$ cat config.mk
export PLATFORM = sky130hd
export DESIGN_NAME = pool_channel_scheduler
export DESIGN_NICKNAME = d
export VERILOG_FILES = /design/src/rtl/pool_channel_scheduler.sv
export SDC_FILE = /design/constraint.sdc
export NUM_CORES = 1
export LEC_CHECK = 0
export CAP_MARGIN = 20
export CELL_PAD_IN_SITES_DETAIL_PLACEMENT = 0
export CELL_PAD_IN_SITES_GLOBAL_PLACEMENT = 1
export CORE_MARGIN = 10
export CORE_UTILIZATION = 41
export CTS_CLUSTER_SIZE = 40
export DETAILED_ROUTE_END_ITERATION = 10
export PLACE_DENSITY = 0.76
export SETUP_SLACK_MARGIN = 0.1
export SYNTH_ARGS = -nofsm -noshare
export SYNTH_HDL_FRONTEND = slang
export SYNTH_SLANG_ARGS = --single-unit
$ cat constraint.sdc
create_clock -name clk -period 2.4 [get_ports clk]
set_input_delay 0.24 -clock clk [delete_from_list [all_inputs] [get_ports clk]]
set_output_delay 0.24 -clock clk [all_outputs]
set_load 0.02 [all_outputs]
$ cat src/rtl/pool_channel_scheduler.sv
// Runs each enabled channel through the shared 6x6->3x3 average-pool layer, lowest index first.
// Latency: 4 cycles per channel plus pool WAIT time, +2 per job; no backpressure (start ignored while busy).
module pool_channel_scheduler #(
    parameter int NUM_CH  = 4,
    parameter int CH_W    = 2,
    parameter int TIMEOUT = 255
) (
    input  logic              clk,
    input  logic              rst,
    input  logic              start,
    input  logic [NUM_CH-1:0] ch_mask,
    input  logic              pool_done,
    output logic              pool_rst,
    output logic              pool_start,
    output logic [CH_W-1:0]   ch_sel,
    output logic              wr_en,
    output logic [CH_W-1:0]   wr_ch,
    output logic              busy,
    output logic              done,
    output logic              error,
    output logic [CH_W:0]     ch_count
);

    typedef enum logic [2:0] {
        S_IDLE,
        S_SCAN,
        S_PRST,
        S_PSTART,
        S_WAIT,
        S_CAPTURE,
        S_FINISH,
        S_ERR
    } state_t;

    state_t            state;
    state_t            state_nxt;
    logic [NUM_CH-1:0] pend;
    logic [CH_W-1:0]   ch_sel_q;
    logic [CH_W:0]     ch_count_q;
    logic              error_q;
    logic [15:0]       tcnt;
    logic              rst_q;

    logic [CH_W-1:0]   low_idx;
    logic [16:0]       tcnt_inc;
    logic [15:0]       tcnt_sat;
    logic              timeout_hit;
    logic              done_ok;

    always_comb begin
        low_idx = '0;
        for (int i = NUM_CH - 1; i >= 0; i--) begin
            if (pend[i]) begin
                low_idx = CH_W'(i);
            end
        end
    end

    // The first WAIT cycle has tcnt==0; a done seen then may be stale from the previous channel.
    assign tcnt_inc    = {1'b0, tcnt} + 17'd1;
    assign tcnt_sat    = tcnt_inc[16] ? tcnt : tcnt_inc[15:0];
    assign timeout_hit = (tcnt_inc >= 17'(TIMEOUT));
    assign done_ok     = pool_done && (tcnt != 16'd0);

    always_comb begin
        state_nxt = state;
        case (state)
            S_IDLE:    if (start) state_nxt = S_SCAN;
            S_SCAN:    state_nxt = (|pend) ? S_PRST : S_FINISH;
            S_PRST:    state_nxt = S_PSTART;
            S_PSTART:  state_nxt = S_WAIT;
            S_WAIT: begin
                if (done_ok) begin
                    state_nxt = S_CAPTURE;
                end else if (timeout_hit) begin
                    state_nxt = S_ERR;
                end
            end
            S_CAPTURE: state_nxt = S_SCAN;
            S_FINISH:  state_nxt = S_IDLE;
            S_ERR:     state_nxt = S_IDLE;
            default:   state_nxt = S_IDLE;
        endcase
    end

    always_ff @(posedge clk) begin
        if (rst) begin
            state      <= S_IDLE;
            pend       <= '0;
            ch_sel_q   <= '0;
            ch_count_q <= '0;
            error_q    <= 1'b0;
            tcnt       <= '0;
            rst_q      <= 1'b1;
        end else begin
            rst_q <= 1'b0;
            state <= state_nxt;
            case (state)
                S_IDLE: begin
                    if (start) begin
                        pend       <= ch_mask;
                        ch_count_q <= '0;
                        error_q    <= 1'b0;
                    end
                end
                S_SCAN: begin
                    if (|pend) begin
                        ch_sel_q <= low_idx;
                    end
                end
                S_PSTART: tcnt <= '0;
                S_WAIT:   tcnt <= tcnt_sat;
                S_CAPTURE: begin
                    pend <= pend & ~(NUM_CH'(1) << ch_sel_q);
                    if (ch_count_q != (CH_W+1)'(NUM_CH)) begin
                        ch_count_q <= ch_count_q + (CH_W+1)'(1);
                    end
                end
                S_ERR: begin
                    error_q <= 1'b1;
                    pend    <= '0;
                end
                default: ;
            endcase
        end
    end

    // Outputs are forced quiet while rst is high so a mid-job reset never leaks a strobe.
    assign pool_rst   = rst | rst_q | (state == S_PRST) | (state == S_ERR);
    assign pool_start = ~rst & (state == S_PSTART);
    assign wr_en      = ~rst & (state == S_CAPTURE);
    assign done       = ~rst & ((state == S_FINISH) | (state == S_ERR));
    assign busy       = ~rst & (state != S_IDLE);
    assign error      = ~rst & (error_q | (state == S_ERR));
    assign ch_sel     = rst ? '0 : ch_sel_q;
    assign wr_ch      = rst ? '0 : ch_sel_q;
    assign ch_count   = rst ? '0 : ch_count_q;

endmodule

The clock network:
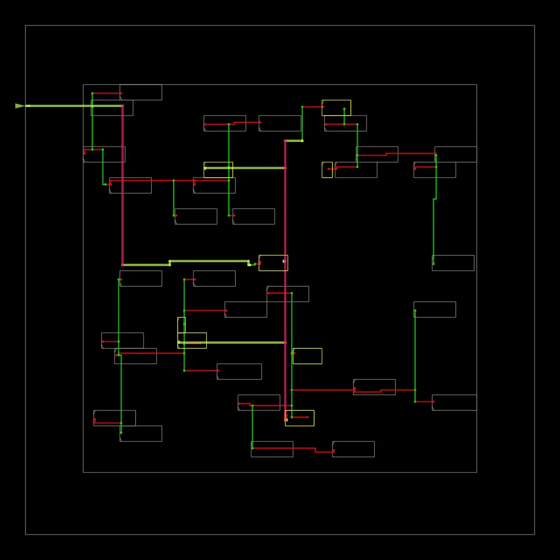
Seq cells: 30
number of clock sinks: 30
Worst Skew: 0.0102 ns
clock buffer count from CTS: 5

Routed clock nets over the placement:
Bar = 20 microns.
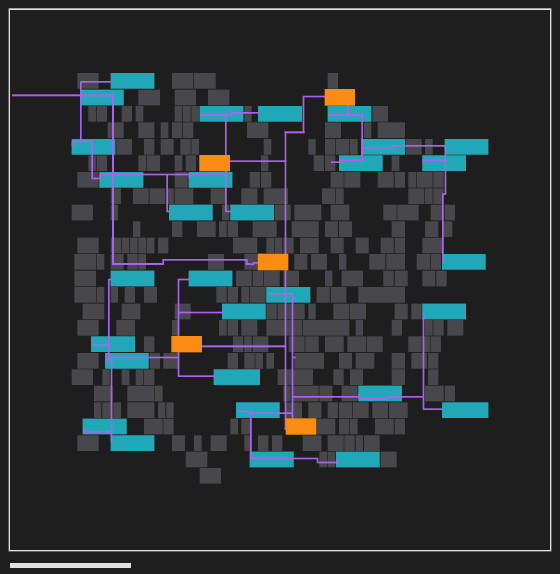
purple -> clock wires  # length 493 microns
cyan -> flip-flops  # count 30
orange -> clock drivers  # count 5
routed clock nets = 6

==> results.txt <==
This note records the results obtained with Yosys and OpenROAD.

Status
The run finished with clean final reports.

Placed design
The worst slack at placement is 0.189 ns. Per the detailed placement report, the placed cell area equals 0.00225 sq mm. The quantity of I/O buffers inserted on ports is 20.

Synthesis
The count of warnings emitted by yosys is 0. After synthesis, the chip area reported by Yosys is 0.00197 sq mm. The floorplan net count is 277.

Synthesis produced 264 cells. Sequential elements use 30.6% of the synthesized area. In the synthesized netlist the async set-or-reset flop fraction comes to 0%. The simple logic cell fraction of the synthesized area is 30.7%. The proportion of netlist area held by the largest area contributor is 30.6%. Multiplexer cells account for 2.16% of the synthesized area. For reference, compound AND-OR and OR-AND cells occupy 20.9% of the area reported after synthesis.

Yosys mapped a number of flops with a built-in enable equal to 0.

GRT
The number of antenna violations at the first check in global routing is 0. The via count of the first global-routing pass came to 1,833.

Routing
The via total after detailed routing is 1,885. The average wire length per cell after detail routing is 14.3 microns. The number of routed nets with antenna violations is 0. The DRC violation total left in the routed layout is recorded as 0. The number of DRC markers in iteration 0 is 85.

Final layout
The number of filler cells placed in the layout is 471.

Job
The number of maximum-capacitance violations is 0.

Clock tree
The longest clock path from root to sink contains 2 buffers.

Floorplanning
The die outline height is 89.2 microns. In this run the standard cell core region covers 0.00469 sq mm. From left edge to right edge, the die measures 89.2 microns.

The total number of placement rows is 25.

Critical path
The category of the worst setup path launch point is a flip-flop. The timing report gives the worst reg2reg path a setup slack of 0.24 ns. The critical path goes through nand4_2 > nor4_4 > mux2_2 > mux2_2 > nor4_2 > nor3_1.

STA shows the worst reg2reg path with a cell count of 6. The type of the worst setup path is flip-flop to flip-flop. The critical path depth in cells is 6.

The family with the most delay on the worst path is simple AND/OR/NAND/NOR gates. The highest cell delay on the worst timing path is 0.42 ns.

Timing
The final timing summary puts the cycle share of the worst path at 90.1%.

Pwr
Per the summary, power density relative to cell area is 670 mW/mm^2. In this run the static leakage power is 0.871 nW.
Sequential cells grouped by signal name:
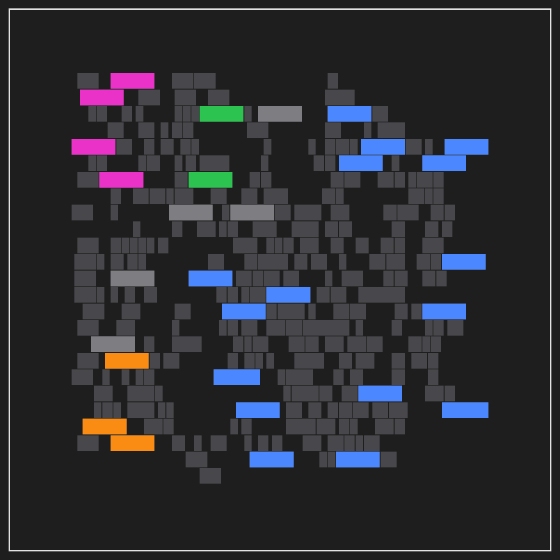
magenta -> pend  # flops 4, where top left
blue -> tcnt  # flops 16
green -> ch_sel_q  # flops 2
orange -> ch_count_q  # flops 3
not coloured = 5

Cells by drive strength:
Bar = 20 microns.
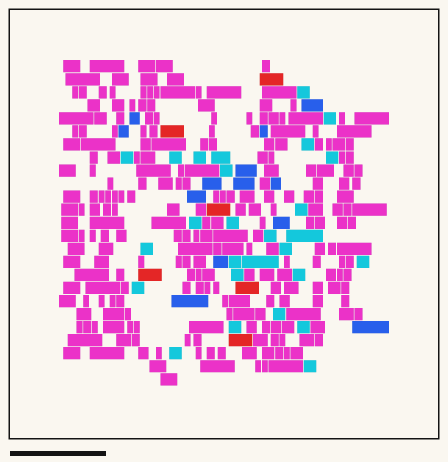
cyan -> _3 and _4 cells  # cells 27, share 9.3%
blue -> _2 cells  # cells 13, share 4.5%
magenta -> _0 and _1 cells  # cells 244, share 84%
red -> _6 and larger  # cells 6, share 2.1%

## sequential cells by signal, summed over array words and instances (netlist names)
register / flops
ch_count_q: 3
ch_sel_q: 2
error_q: 1
pend: 4
rst_q: 1
state: 3
tcnt: 16
## worst max path at each step
stage | from | end | slack (ns)
2_1_floorplan | tcnt[9] | state[1] | 0.32
3_3_place_gp | tcnt[1] | state[1] | 0.17
3_5_place_dp | tcnt[1] | state[1] | 0.19
5_1_grt | tcnt[1] | tcnt[12] | 0.04
4_1_cts | tcnt[1] | state[1] | 0.16
6_report | tcnt[11] | state[1] | 0.24
## cells by family (layout without fill, tap and decap cells)
family | Yosys count | after routing
flops | 30 | 30
fa+ha+maj | 5 | 5
mux | 4 | 4
xor+xnor | 8 | 8
buf+inv | 35 | 61
simple gates | 113 | 113
compound gates | 69 | 69
## worst reg2reg max path: stages, from the launching register on
cell and delay, ns:
dfxtp_1 0.42, nand4_2 0.18, nor4_4 0.37, mux2_2 0.38
mux2_2 0.27, nor4_2 0.35, nor3_1 0.09
## cell usage in the layout (no fill, tap or decap), types with 2 or more instances in the layout
cell type,instances
nand2b_1,2
clkdlybuf4s50_1,20
buf_4,24
nor4_2,2
mux2_2,2
a211oi_1,5
nand4b_1,2
nor3_1,7
xnor2_1,7
clkbuf_8,6
o211ai_1,4
mux2i_1,2
nor4_4,2
nand3_1,9
a31oi_1,7
nor2_1,38
a211o_1,2
and2_1,4
or3_1,2
ha_1,5
nand2_1,17
a21oi_1,29
nand4_1,6
inv_1,9
nor2b_1,4
nor4_1,3
o21ai_0,13
dfxtp_2,2
or2_2,2
dfxtp_1,28
nand3b_1,3
## routing by layer
layer / up-vias / track usage [%] / share of wire (%)
met5: - / 0 / 0
met4: 0 / 6.79 / 1.5
met1: 861 / 15.8 / 48
li1: 986 / - / -
met3: 7 / 4.38 / 4.7
met2: 31 / 21.4 / 46
## through the flow
stage,hold WS [ns],utilization [%]
2_1_floorplan,0.268,-
3_3_place_gp,0.485,48.0
3_5_place_dp,0.491,48.0
4_1_cts,0.493,49.9
5_1_grt,0.517,50.8
6_report,0.502,50.8
## area by class of cell
class / instances / area [sq um] / share of cell area, %
multi-input combinational: 199 / 1210 / 50.7
sequential: 30 / 603 / 25.3
timing repair buffer: 44 / 380 / 15.9
clock buffer: 7 / 86.3 / 3.62
tap: 54 / 67.6 / 2.83
inverter: 9 / 33.8 / 1.42
clock inverter: 1 / 5.00 / 0.210
## what timing repair did
| item | CTS | global route |
|---|---|---|
| endpoints found under the setup margin | 0 | 13 |
| resized | 0 | 5 |
| setup buffers | 0 | 3 |
## power breakdown
group | switching, mW | internal, mW | leakage, nW
Sequential | 0.0259 | 0.541 | 0.244
Clock | 0.198 | 0.231 | 0.0482
Combinational | 0.355 | 0.248 | 0.579
Total | 0.579 | 1.02 | 0.871
Power figures rest on the tool's default switching activity, not on a simulated workload.
